**src/rtl/frame_uart_tx_pkg.sv**
```systemverilog
// Shared line levels, FSM encodings and the checksum helper for the game-state
// frame transmitter.
package frame_uart_tx_pkg;

    localparam logic UART_IDLE = 1'b1;
    localparam logic START_BIT = 1'b0;
    localparam logic STOP_BIT  = 1'b1;

    // 100 MHz system clock at 115200 baud.
    localparam int DEFAULT_CLKS_PER_BIT = 868;

    typedef enum logic [1:0] {
        FS_IDLE    = 2'd0,
        FS_SYNC    = 2'd1,
        FS_PAYLOAD = 2'd2,
        FS_CSUM    = 2'd3
    } frame_state_e;

    typedef enum logic [1:0] {
        BS_IDLE  = 2'd0,
        BS_START = 2'd1,
        BS_DATA  = 2'd2,
        BS_STOP  = 2'd3
    } bit_state_e;

    // Running payload checksum: 8-bit sum, carries discarded.
    function automatic logic [7:0] csum_add(input logic [7:0] acc, input logic [7:0] b);
        return acc + b;
    endfunction

endpackage

```
**src/rtl/uart_byte_tx.sv**
```systemverilog
// 8N1 bit timing for one byte. ready is high while idle and during the last
// cycle of a stop bit, so a load then chains the next byte with no idle gap.
module uart_byte_tx
    import frame_uart_tx_pkg::*;
#(
    parameter int CLKS_PER_BIT = DEFAULT_CLKS_PER_BIT
) (
    input  logic       clk,
    input  logic       rst,
    input  logic       load,
    input  logic [7:0] data,
    output logic       txd,
    output logic       ready
);

    localparam int CNT_W = (CLKS_PER_BIT > 1) ? $clog2(CLKS_PER_BIT) : 1;
    localparam logic [CNT_W-1:0] CNT_LAST = CNT_W'(CLKS_PER_BIT - 1);

    bit_state_e       state_q, state_d;
    logic [CNT_W-1:0] cnt_q, cnt_d;
    logic [2:0]       bit_q, bit_d;
    logic [7:0]       shift_q, shift_d;
    logic             txd_q, txd_d;
    logic             tick;

    always_comb begin
        tick    = (cnt_q == CNT_LAST);
        ready   = (state_q == BS_IDLE) || ((state_q == BS_STOP) && tick);
        state_d = state_q;
        bit_d   = bit_q;
        shift_d = shift_q;
        txd_d   = txd_q;
        if (state_q == BS_IDLE || tick) begin
            cnt_d = '0;
        end else begin
            cnt_d = cnt_q + CNT_W'(1);
        end

        if (load && ready) begin
            state_d = BS_START;
            cnt_d   = '0;
            bit_d   = '0;
            shift_d = data;
            txd_d   = START_BIT;
        end else if (tick) begin
            case (state_q)
                BS_START: begin
                    state_d = BS_DATA;
                    txd_d   = shift_q[0];
                end
                BS_DATA: begin
                    if (bit_q == 3'd7) begin
                        state_d = BS_STOP;
                        txd_d   = STOP_BIT;
                    end else begin
                        bit_d   = bit_q + 3'd1;
                        shift_d = {1'b0, shift_q[7:1]};
                        txd_d   = shift_q[1];
                    end
                end
                BS_STOP: begin
                    state_d = BS_IDLE;
                    txd_d   = UART_IDLE;
                end
                default: ;
            endcase
        end
    end

    always_ff @(posedge clk or posedge rst) begin
        if (rst) begin
            state_q <= BS_IDLE;
            cnt_q   <= '0;
            bit_q   <= '0;
            shift_q <= '0;
            txd_q   <= UART_IDLE;
        end else begin
            state_q <= state_d;
            cnt_q   <= cnt_d;
            bit_q   <= bit_d;
            shift_q <= shift_d;
            txd_q   <= txd_d;
        end
    end

    assign txd = txd_q;

endmodule

```
**src/rtl/frame_uart_tx.sv**
```systemverilog
// Frame sequencer: latches a payload on send, then streams sync byte, payload
// bytes (byte 0 first) and an optional 8-bit sum through uart_byte_tx.
module frame_uart_tx
    import frame_uart_tx_pkg::*;
#(
    parameter int          CLKS_PER_BIT = DEFAULT_CLKS_PER_BIT,
    parameter int          NUM_BYTES    = 22,
    parameter logic [7:0]  SYNC_BYTE    = 8'hA5,
    parameter int          CHECKSUM_EN  = 1
) (
    input  logic                   clk,
    input  logic                   rst,
    input  logic [8*NUM_BYTES-1:0] frame,
    input  logic                   send,
    output logic                   busy,
    output logic                   done,
    output logic                   TxD
);

    localparam int IDX_W = $clog2(NUM_BYTES + 1);
    localparam logic [IDX_W-1:0] IDX_END = IDX_W'(NUM_BYTES);

    frame_state_e           state_q, state_d;
    logic [IDX_W-1:0]       idx_q, idx_d;
    logic [7:0]             csum_q, csum_d;
    logic [8*NUM_BYTES-1:0] shadow_q, shadow_d;
    logic                   busy_q, busy_d;
    logic                   done_q, done_d;

    logic                   tx_load;
    logic [7:0]             tx_data;
    logic                   tx_ready;
    logic [7:0]             pay_byte;

    always_comb begin
        pay_byte = '0;
        for (int k = 0; k < NUM_BYTES; k++) begin
            if (idx_q == IDX_W'(k)) begin
                pay_byte = shadow_q[8*k +: 8];
            end
        end
    end

    // The load is combinational so the byte engine drops TxD on the very edge
    // that accepts send or ends the previous stop bit.
    always_comb begin
        state_d  = state_q;
        idx_d    = idx_q;
        csum_d   = csum_q;
        shadow_d = shadow_q;
        busy_d   = busy_q;
        done_d   = 1'b0;
        tx_load  = 1'b0;
        tx_data  = SYNC_BYTE;

        case (state_q)
            FS_IDLE: begin
                if (send && tx_ready) begin
                    shadow_d = frame;
                    csum_d   = '0;
                    idx_d    = '0;
                    busy_d   = 1'b1;
                    state_d  = FS_SYNC;
                    tx_load  = 1'b1;
                    tx_data  = SYNC_BYTE;
                end
            end
            FS_SYNC, FS_PAYLOAD: begin
                if (tx_ready) begin
                    if (idx_q != IDX_END) begin
                        tx_load = 1'b1;
                        tx_data = pay_byte;
                        csum_d  = csum_add(csum_q, pay_byte);
                        idx_d   = idx_q + IDX_W'(1);
                        state_d = FS_PAYLOAD;
                    end else if (CHECKSUM_EN != 0) begin
                        tx_load = 1'b1;
                        tx_data = csum_q;
                        state_d = FS_CSUM;
                    end else begin
                        state_d = FS_IDLE;
                        busy_d  = 1'b0;
                        done_d  = 1'b1;
                    end
                end
            end
            FS_CSUM: begin
                if (tx_ready) begin
                    state_d = FS_IDLE;
                    busy_d  = 1'b0;
                    done_d  = 1'b1;
                end
            end
            default: state_d = FS_IDLE;
        endcase
    end

    always_ff @(posedge clk or posedge rst) begin
        if (rst) begin
            state_q  <= FS_IDLE;
            idx_q    <= '0;
            csum_q   <= '0;
            shadow_q <= '0;
            busy_q   <= 1'b0;
            done_q   <= 1'b0;
        end else begin
            state_q  <= state_d;
            idx_q    <= idx_d;
            csum_q   <= csum_d;
            shadow_q <= shadow_d;
            busy_q   <= busy_d;
            done_q   <= done_d;
        end
    end

    uart_byte_tx #(
        .CLKS_PER_BIT(CLKS_PER_BIT)
    ) u_byte_tx (
        .clk  (clk),
        .rst  (rst),
        .load (tx_load),
        .data (tx_data),
        .txd  (TxD),
        .ready(tx_ready)
    );

    assign busy = busy_q;
    assign done = done_q;

endmodule

```
**config.mk**
```make
export PLATFORM = sky130hd
export DESIGN_NAME = frame_uart_tx
export DESIGN_NICKNAME = d
export VERILOG_FILES = /design/src/rtl/frame_uart_tx_pkg.sv /design/src/rtl/uart_byte_tx.sv /design/src/rtl/frame_uart_tx.sv
export SDC_FILE = /design/constraint.sdc
export NUM_CORES = 1
export LEC_CHECK = 0
export CORE_MARGIN = 1
export CORE_UTILIZATION = 45
export CTS_CLUSTER_SIZE = 28
export DETAILED_ROUTE_END_ITERATION = 7
export HOLD_SLACK_MARGIN = 0.05
export PLACE_DENSITY = 0.69
export SLEW_MARGIN = 20
export SYNTH_ARGS = -nofsm -noshare
export SYNTH_HDL_FRONTEND = slang
export SYNTH_SLANG_ARGS = --single-unit
```
**constraint.sdc**
```tcl
create_clock -name clk -period 11.3 [get_ports clk]
set_input_delay 2.26 -clock clk [delete_from_list [all_inputs] [get_ports clk]]
set_output_delay 2.26 -clock clk [all_outputs]
set_load 0.01 [all_outputs]
```
Run 1, clock network drawn from the DEF:
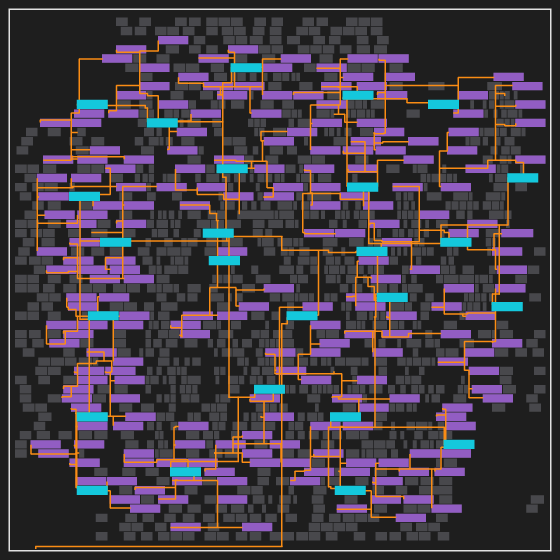
purple -> flip-flops  # count 217
orange -> clock wires  # length 2810 microns
cyan -> clock drivers  # count 25
flops lie = spread over the die
routed clock nets = 26

Run 1, register map, names as in the netlist:
Other sequential cells in the stronger grey, the rest of the logic in the fainter grey.
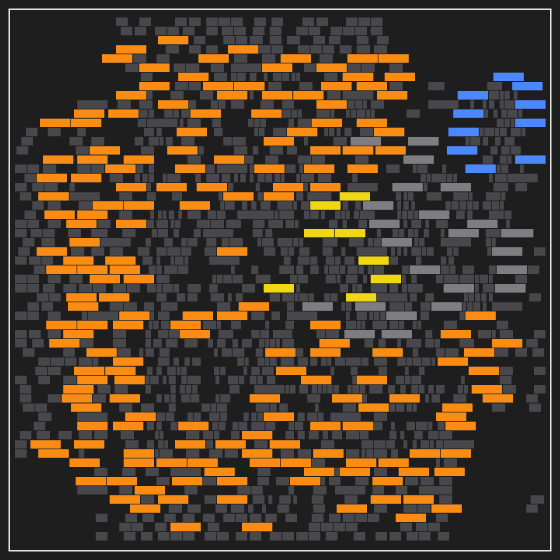
yellow -> csum_q  # sequential cells 8
blue -> u_byte_tx.cnt_q  # sequential cells 10, where upper right
orange -> shadow_q  # sequential cells 176

==> out/qor.yml, run 1 <==
critical_path.cell_chain: "inv_1 > ha_1 > buf_4 > or3b_2 > a211o_1 > o21ai_0 > a211oi_1 > a211oi_1 > o211ai_1 > o2111a_1 > o21ba_2 > ha_1 > a21oi_1 > nor2b_1 > o21a_1 > o41ai_1 > xor2_1 > or4_1 > nand3_1"
cts-hold-fix-buffers: 0
setup_viol_count_final: 0
comb_share_pct: 38.28
dp_slack_ns: 6.124
flop_share_of_the_area_pct: 38.69
cts_root_buffer: "sky130_fd_sc_hd__clkbuf_16"
critPathMaxFanout: 25
grtUsageMet1_pct: 34.86
worstSetupEndpoint: "csum_q[7]$_DFFE_PP0P_"
nNonClkBuffers: 195
relSlewSlack_pct: 28.05
post_layout_period_usage_of_the_worst_path_pct: 46.68
io_buffer_count: 181
drt_wl_total_microns: 30290
critical-path-max-stage-delay_ns: 0.75
synth_dominant_cell_count: "sky130_fd_sc_hd__dfrtp_1"
post-route-drc-count: 0
final.signal_inverter_count: 27
final_common_cell: "sky130_fd_sc_hd__dfrtp_1"
power.density_cell_area_mw_per_mm2: 116.1
groute.layer.met2.usage_pct: 38.84
ys_async_rst_share_pct: 100.0
worst_r2r_path_depth: 19
comb_power_share_pct: 5.2
global_route.overflow_total: 0
nonClkBufAreaFrac_pct: 13.82
net_count_synth: 1233
final_antenna_net_count: 0
reg2reg_launch_point: "idx_q[1]$_DFFE_PP0P_"
grt_pass1_vias: 8748
top_area_share_pct: 48.18
tool_warnings: 35
met3_length_microns: 1684
enable_flop_cells: 0
die_area_sq_mm: 0.02556
critical_path.n_buffers_inverters: 2
worst-endpoint-arrival_ns: 5.72
layout_top_cells_excl_fill_tap: "216 x sky130_fd_sc_hd__dfrtp_1, 181 x sky130_fd_sc_hd__clkdlybuf4s50_1, 169 x sky130_fd_sc_hd__mux2_2"
switchingPower_mw: 0.3486
clock_latency_ns: 0.53
status: "complete, no violations"
post_dr_vias_cell: 5.760
die_width_microns: 159.9
grt_pass1_wl_microns: 48990
post-route-min-period_ns: 5.274
groute.usage.overall_pct: 24.09
net_count_of_the_finished_layout: 1383
clk_pin_slew_worst_paths_ns: 0.06
power.combinational.total_mw: 0.0852
postLayoutCoreUtil_pct: 57.56
top_level_ports: 182
seq_power_mw: 0.777
yosys.stat.chipArea_sq_mm: 0.01122
dp_cells: 1477
instances_no_fill: 1523
netlist_instances: 1031
hold_class: "register to register"
logic_gates: 715
reg2reg_to: "csum_q[7]$_DFFE_PP0P_"
ys_ff: 217
synth-warning-count: 0
yosysUniqueCellTypes: 79
areaGrowthSynthToFinish_pct: 25.15
topRoutingLayerUsed: "met4"
cp-end-kind: "register"
synthesis.area_sq_mm: 0.01122
holdCritStartpoint: "u_byte_tx.cnt_q[0]$_DFF_PP0_"
clock_path_buffers: 3
internal-power_mw: 1.282
dominant_register_cell_in_the_synthesized_netlist: "sky130_fd_sc_hd__dfrtp_1"
Run 1, routing congestion map:
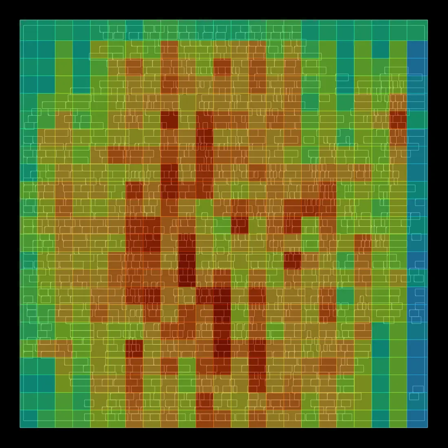
grt peak-use layer: met2
wire per inst: 19.89 microns
GR Layer Usage met3: 2.545%

Run 1, I/O nets highlighted:
Scale bar: 50 microns.
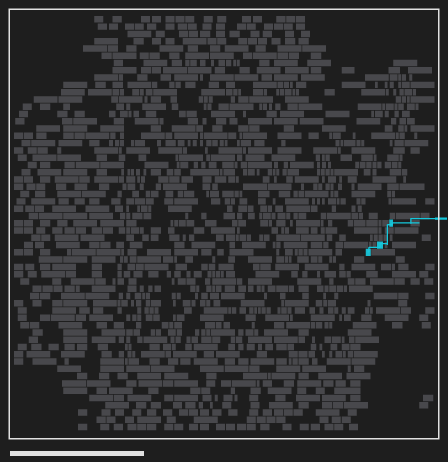
cyan -> send  # direction input, edge right, end cells 3, buffers 1, wire 42.6 microns

==> run 1: state kept, by name, summed over array words and instances (netlist names) <==
register           flops
u_byte_tx.bit_q        3
u_byte_tx.shift_q      8
done                   1
u_byte_tx.state_q      2
idx_q                  5
u_byte_tx.txd          1
busy                   1
shadow_q             176
state_q                2
csum_q                 8
u_byte_tx.cnt_q       10
==> run 1: kinds of logic (layout without fill, tap and decap cells) <==
logic type               Yosys count  count (layout)  synth area share, %
AND-OR/OR-AND                    229             229                13.11
XOR/XNOR                          15              15                1.171
adder cells (fa/ha/maj)           23              23                2.632
buffers and inverters             99             267                3.703
flip-flops                       217             217                48.42
multiplexers                     173             173                17.32
AND/OR/NAND/NOR                  275             275                13.65
Run 1, the metal 1 layer:
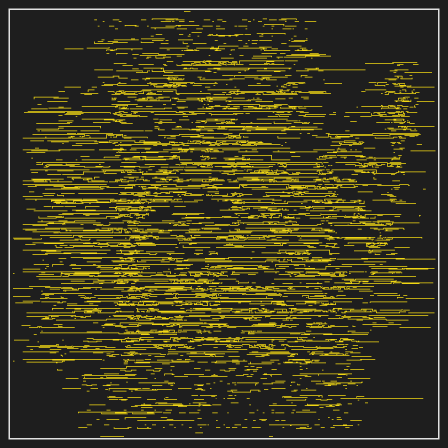

==> inputs of run 2 (changes only) <==
PLACE_DENSITY = 0.72   (was 0.69)
clock period = 4.6 ns   (was 11.3 ns; I/O delays follow)
Run 2, the metal 1 layer:
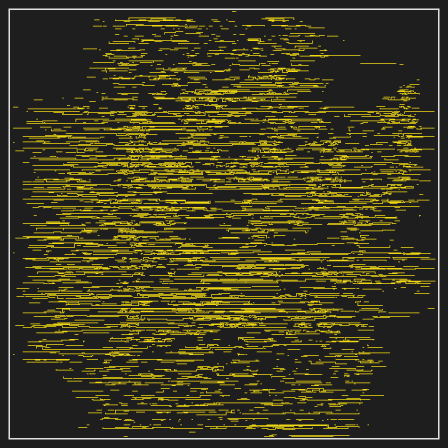
share of all routed wire = 46%
longest straight run = 53.4 microns
wire length on this layer = 14300 microns

==> run 2 against run 1 <==
Effect of this change: sequential power is 150% higher; via count is 1.9% higher; combinational power is 140% higher; maximum frequency is 18% higher; critical path type unchanged; largest cell class unchanged; clock skew is 0.015 ns lower; worst hold slack better by 0.010 ns; cell area is 2.2% higher; critical path depth stayed put; utilization is 1.3 points higher; highest routed layer unchanged; largest power group unchanged.
==> out/qor.yml, run 2 <==
clock_path_buffers: 3  # unchanged
net_count_of_the_finished_layout: 1416  # was 1383
dominant_register_cell_in_the_synthesized_netlist: "sky130_fd_sc_hd__dfrtp_1"  # unchanged
power.combinational.total_mw: 0.205  # was 0.0852 mW
areaGrowthSynthToFinish_pct: 27.95  # was 25.15%
final_antenna_net_count: 0  # unchanged
top_area_share_pct: 48.18  # unchanged
yosysUniqueCellTypes: 79  # unchanged
hold_class: "register to register"  # unchanged
yosys.stat.chipArea_sq_mm: 0.01122  # unchanged
io_buffer_count: 181  # unchanged
comb_power_share_pct: 5.1  # was 5.2%
netlist_instances: 1031  # unchanged
dp_slack_ns: 0.2125  # was 6.124 ns
status: "complete, no violations"  # unchanged
yosys_xor_share_pct: 1.171  # unchanged
post_layout_period_usage_of_the_worst_path_pct: 97.22  # was 46.68%
largest_register_ff_count: 176  # unchanged
reg2reg_launch_point: "idx_q[0]$_DFFE_PP0P_"  # was idx_q[1]$_DFFE_PP0P_
die_area_sq_mm: 0.02556  # unchanged
clk_pin_slew_worst_paths_ns: 0.06  # about the same
critical_path.cell_chain: "inv_1 > ha_1 > buf_4 > inv_1 > a311oi_1 > a211o_1 > nand4_1 > a311oi_1 > nor4_1 > a21oi_1 > ha_1 > a21o_1 > a21oi_1 > nor2b_1 > o21a_1 > o41ai_1 > xor2_1 > or4_1 > nand3_1"  # was inv_1 > ha_1 > buf_4 > or3b_2 > a211o_1 > o21ai_0 > a211oi_1 > a211oi_1 > o211ai_1 > o2111a_1 > o21ba_2 > ha_1 > a21oi_1 > nor2b_1 > o21a_1 > o41ai_1 > xor2_1 > or4_1 > nand3_1
registers.top_by_ff_count: "shadow_q"  # unchanged
synth-warning-count: 0  # unchanged
post-route-drc-count: 0  # unchanged
enable_flop_cells: 0  # unchanged
die_width_microns: 159.9  # unchanged
main_logic_family_after_synthesis: "multiplexers"  # unchanged
top_level_ports: 182  # unchanged
final_common_cell: "sky130_fd_sc_hd__dfrtp_1"  # unchanged
seq_power_mw: 1.91  # was 0.777 mW
global_route.overflow_total: 0  # unchanged
power.density_cell_area_mw_per_mm2: 277.6  # was 116.1 mW/mm^2
switchingPower_mw: 0.8236  # was 0.3486 mW
grt_pass1_wl_microns: 49660  # was 48990 microns
tool_warnings: 34  # was 35
clock_latency_ns: 0.52  # was 0.53 ns
net_count_synth: 1233  # unchanged
ys_ff: 217  # unchanged
worst-endpoint-arrival_ns: 4.92  # was 5.72 ns
reg2reg_to: "csum_q[7]$_DFFE_PP0P_"  # unchanged
synthesis.area_sq_mm: 0.01122  # unchanged
setup_viol_count_final: 0  # unchanged
holdCritStartpoint: "u_byte_tx.cnt_q[0]$_DFF_PP0_"  # unchanged
post_dr_vias_cell: 5.748  # was 5.760
synth_compound_gate_area_share_pct: 13.11  # unchanged
top_registers: "shadow_q (176), u_byte_tx.cnt_q (10)"  # unchanged
synth_simple_gate_area_share_pct: 13.65  # unchanged
Run 2, routing congestion map:
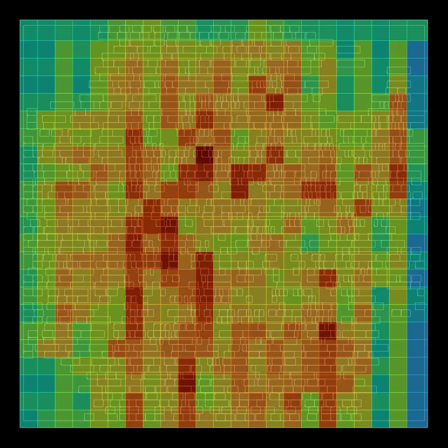
wire per inst: 20.19 microns
routing usage on met1: 35.44%
overall track demand over capacity in global routing: 24.61%
Finished Core Util: 58.85%

-- run 2: cell counts after synthesis --
Identical to the previous run, type by type.
-- run 2: area by class of cell --
cell class                 count  area [sq um]  share of cell area (%)
sequential                   217          5433                   37.85
multi-input combinational    715          5398                   37.60
timing repair buffer         229          2247                   15.66
clock buffer                  37         710.7                   4.951
tap                          324         405.4                   2.824
inverter                      27         105.1                  0.7322
clock inverter                 6         55.05                  0.3835
-- run 2: layer usage --
| layer | up-vias | global-route usage, % | share of wire (%) |
|---|---|---|---|
| met3 | 48 | 3.039 | 5.8 |
| met2 | 307 | 39.14 | 46 |
| met5 | - | 0 | 0 |
| met4 | 0 | 6.883 | 2.3 |
| met1 | 4453 | 35.44 | 46 |
| li1 | 4130 | - | - |
Run 2, I/O nets highlighted:
Scale bar: 50 microns.
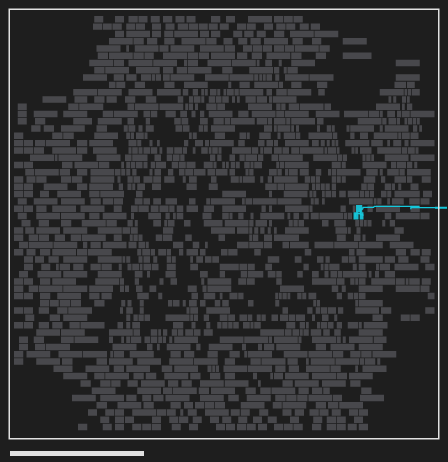

==> inputs of run 3 (changes only) <==
PLACE_DENSITY = 0.69   (was 0.72)
SKIP_LAST_GASP = 1   (was unset)
clock period = 4.85 ns   (was 4.6 ns; I/O delays follow)
Run 3, I/O nets highlighted:
Scale bar: 50 microns.
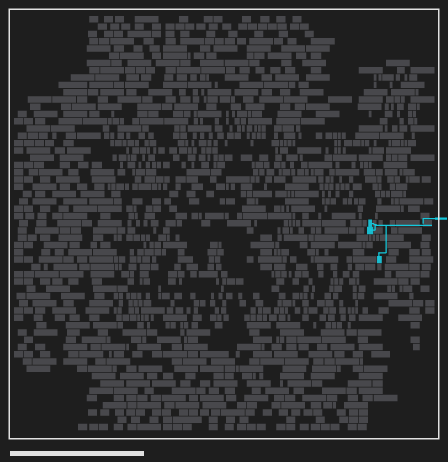
cyan -> send  # direction input, edge right, end cells 3, buffers 1, wire 50.1 microns

==> run 3 against run 2 <==
Effect of this change: die area unchanged; global-route usage increased by 0.29 points; critical path type unchanged; clock power about the same; clock skew increased by 0.0072 ns.
==> out/qor.yml, run 3 <==
reg2reg_to: "csum_q[7]$_DFFE_PP0P_"  # unchanged
ys_async_rst_share_pct: 100.0  # unchanged
postLayoutCoreUtil_pct: 58.68  # was 58.85%
net_count_of_the_finished_layout: 1406  # was 1416
seq_power_mw: 1.81  # was 1.91 mW
groute.usage.overall_pct: 24.90  # was 24.61%
worstSetupEndpoint: "csum_q[7]$_DFFE_PP0P_"  # unchanged
dominant_cells: "sequential cells"  # unchanged
critical-path-max-stage-delay_ns: 0.56  # was 0.48 ns
topRoutingLayerUsed: "met4"  # unchanged
net_count_synth: 1233  # unchanged
dominant_register_cell_in_the_synthesized_netlist: "sky130_fd_sc_hd__dfrtp_1"  # unchanged
final_common_cell: "sky130_fd_sc_hd__dfrtp_1"  # unchanged
tool_warnings: 34  # unchanged
detailroute.wirelength.met2_microns: 14930  # was 14520 microns
top_level_ports: 182  # unchanged
post_layout_period_usage_of_the_worst_path_pct: 97.04  # was 97.22%
post-route-min-period_ns: 4.706  # was 4.472 ns
power.combinational.total_mw: 0.197  # was 0.205 mW
taps: 324  # unchanged
drt_wl_total_microns: 31380  # was 31390 microns
routedWlPerCell_microns: 20.33  # was 20.19 microns
grtUsageMet1_pct: 34.84  # was 35.44%
comb_share_pct: 37.55  # was 37.60%
status: "complete, no violations"  # unchanged
groute.layer.met2.usage_pct: 40.65  # was 39.14%
proportion_of_cell_area_spent_on_the_clock_network_pct: 5.726  # was 5.335%
flop_share_of_the_area_pct: 37.95  # was 37.85%
ys_ff: 217  # unchanged
clock_buffers: 30  # was 37
areaGrowthSynthToFinish_pct: 27.58  # was 27.95%
drt-met1-wl_microns: 14080  # was 14340 microns
grt_use_met3_pct: 3.636  # was 3.039%
critical_path.n_buffers_inverters: 3  # unchanged
dp_cells: 1500  # was 1512
enable_flop_cells: 0  # unchanged
power.density_cell_area_mw_per_mm2: 271.5  # was 277.6 mW/mm^2
yosysUniqueCellTypes: 79  # unchanged
post_dr_vias_cell: 5.703  # was 5.748
largest_register_ff_count: 176  # unchanged
clock_latency_ns: 0.52  # about the same
final.signal_inverter_count: 27  # unchanged
ff_count: 217  # unchanged
global_route.overflow_total: 0  # unchanged
nonClkBufAreaFrac_pct: 15.21  # was 15.66%
synthesis.area_sq_mm: 0.01122  # unchanged
cp-end-kind: "register"  # unchanged
critPathMaxFanout: 16  # was 10
Run 3, register map, names as in the netlist:
Other sequential cells in the stronger grey, the rest of the logic in the fainter grey.
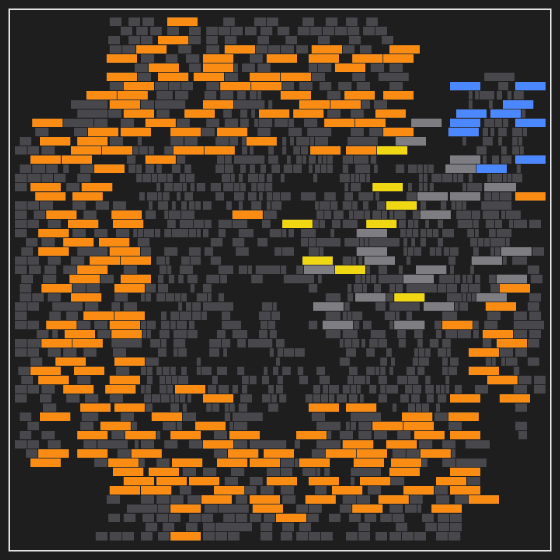
yellow -> csum_q  # sequential cells 8
orange -> shadow_q  # sequential cells 176, where spread over the die
blue -> u_byte_tx.cnt_q  # sequential cells 10, where upper right
not coloured = 23

run 3: netlist changes by cell type in the layout (fill, tap and decap cells not counted), moves of 2 or more:
cell / previous run / this run
sky130_fd_sc_hd__a211oi_1: 7 / 9
sky130_fd_sc_hd__a211oi_2: 2 / 0
sky130_fd_sc_hd__buf_4: 42 / 30
sky130_fd_sc_hd__bufinv_16: 1 / 3
sky130_fd_sc_hd__clkbuf_1: 8 / 2
run 3: cell families (layout without fill, tap and decap cells):
| group | Yosys count | after routing | share of synthesized area (%) |
|---|---|---|---|
| simple gates | 275 | 275 | 13.65 |
| compound gates | 229 | 229 | 13.11 |
| flops | 217 | 217 | 48.42 |
| mux | 173 | 173 | 17.32 |
| buf+inv | 99 | 287 | 3.703 |
| fa+ha+maj | 23 | 23 | 2.632 |
| xor+xnor | 15 | 15 | 1.171 |
Power figures rest on the tool's default switching activity, not on a simulated workload.
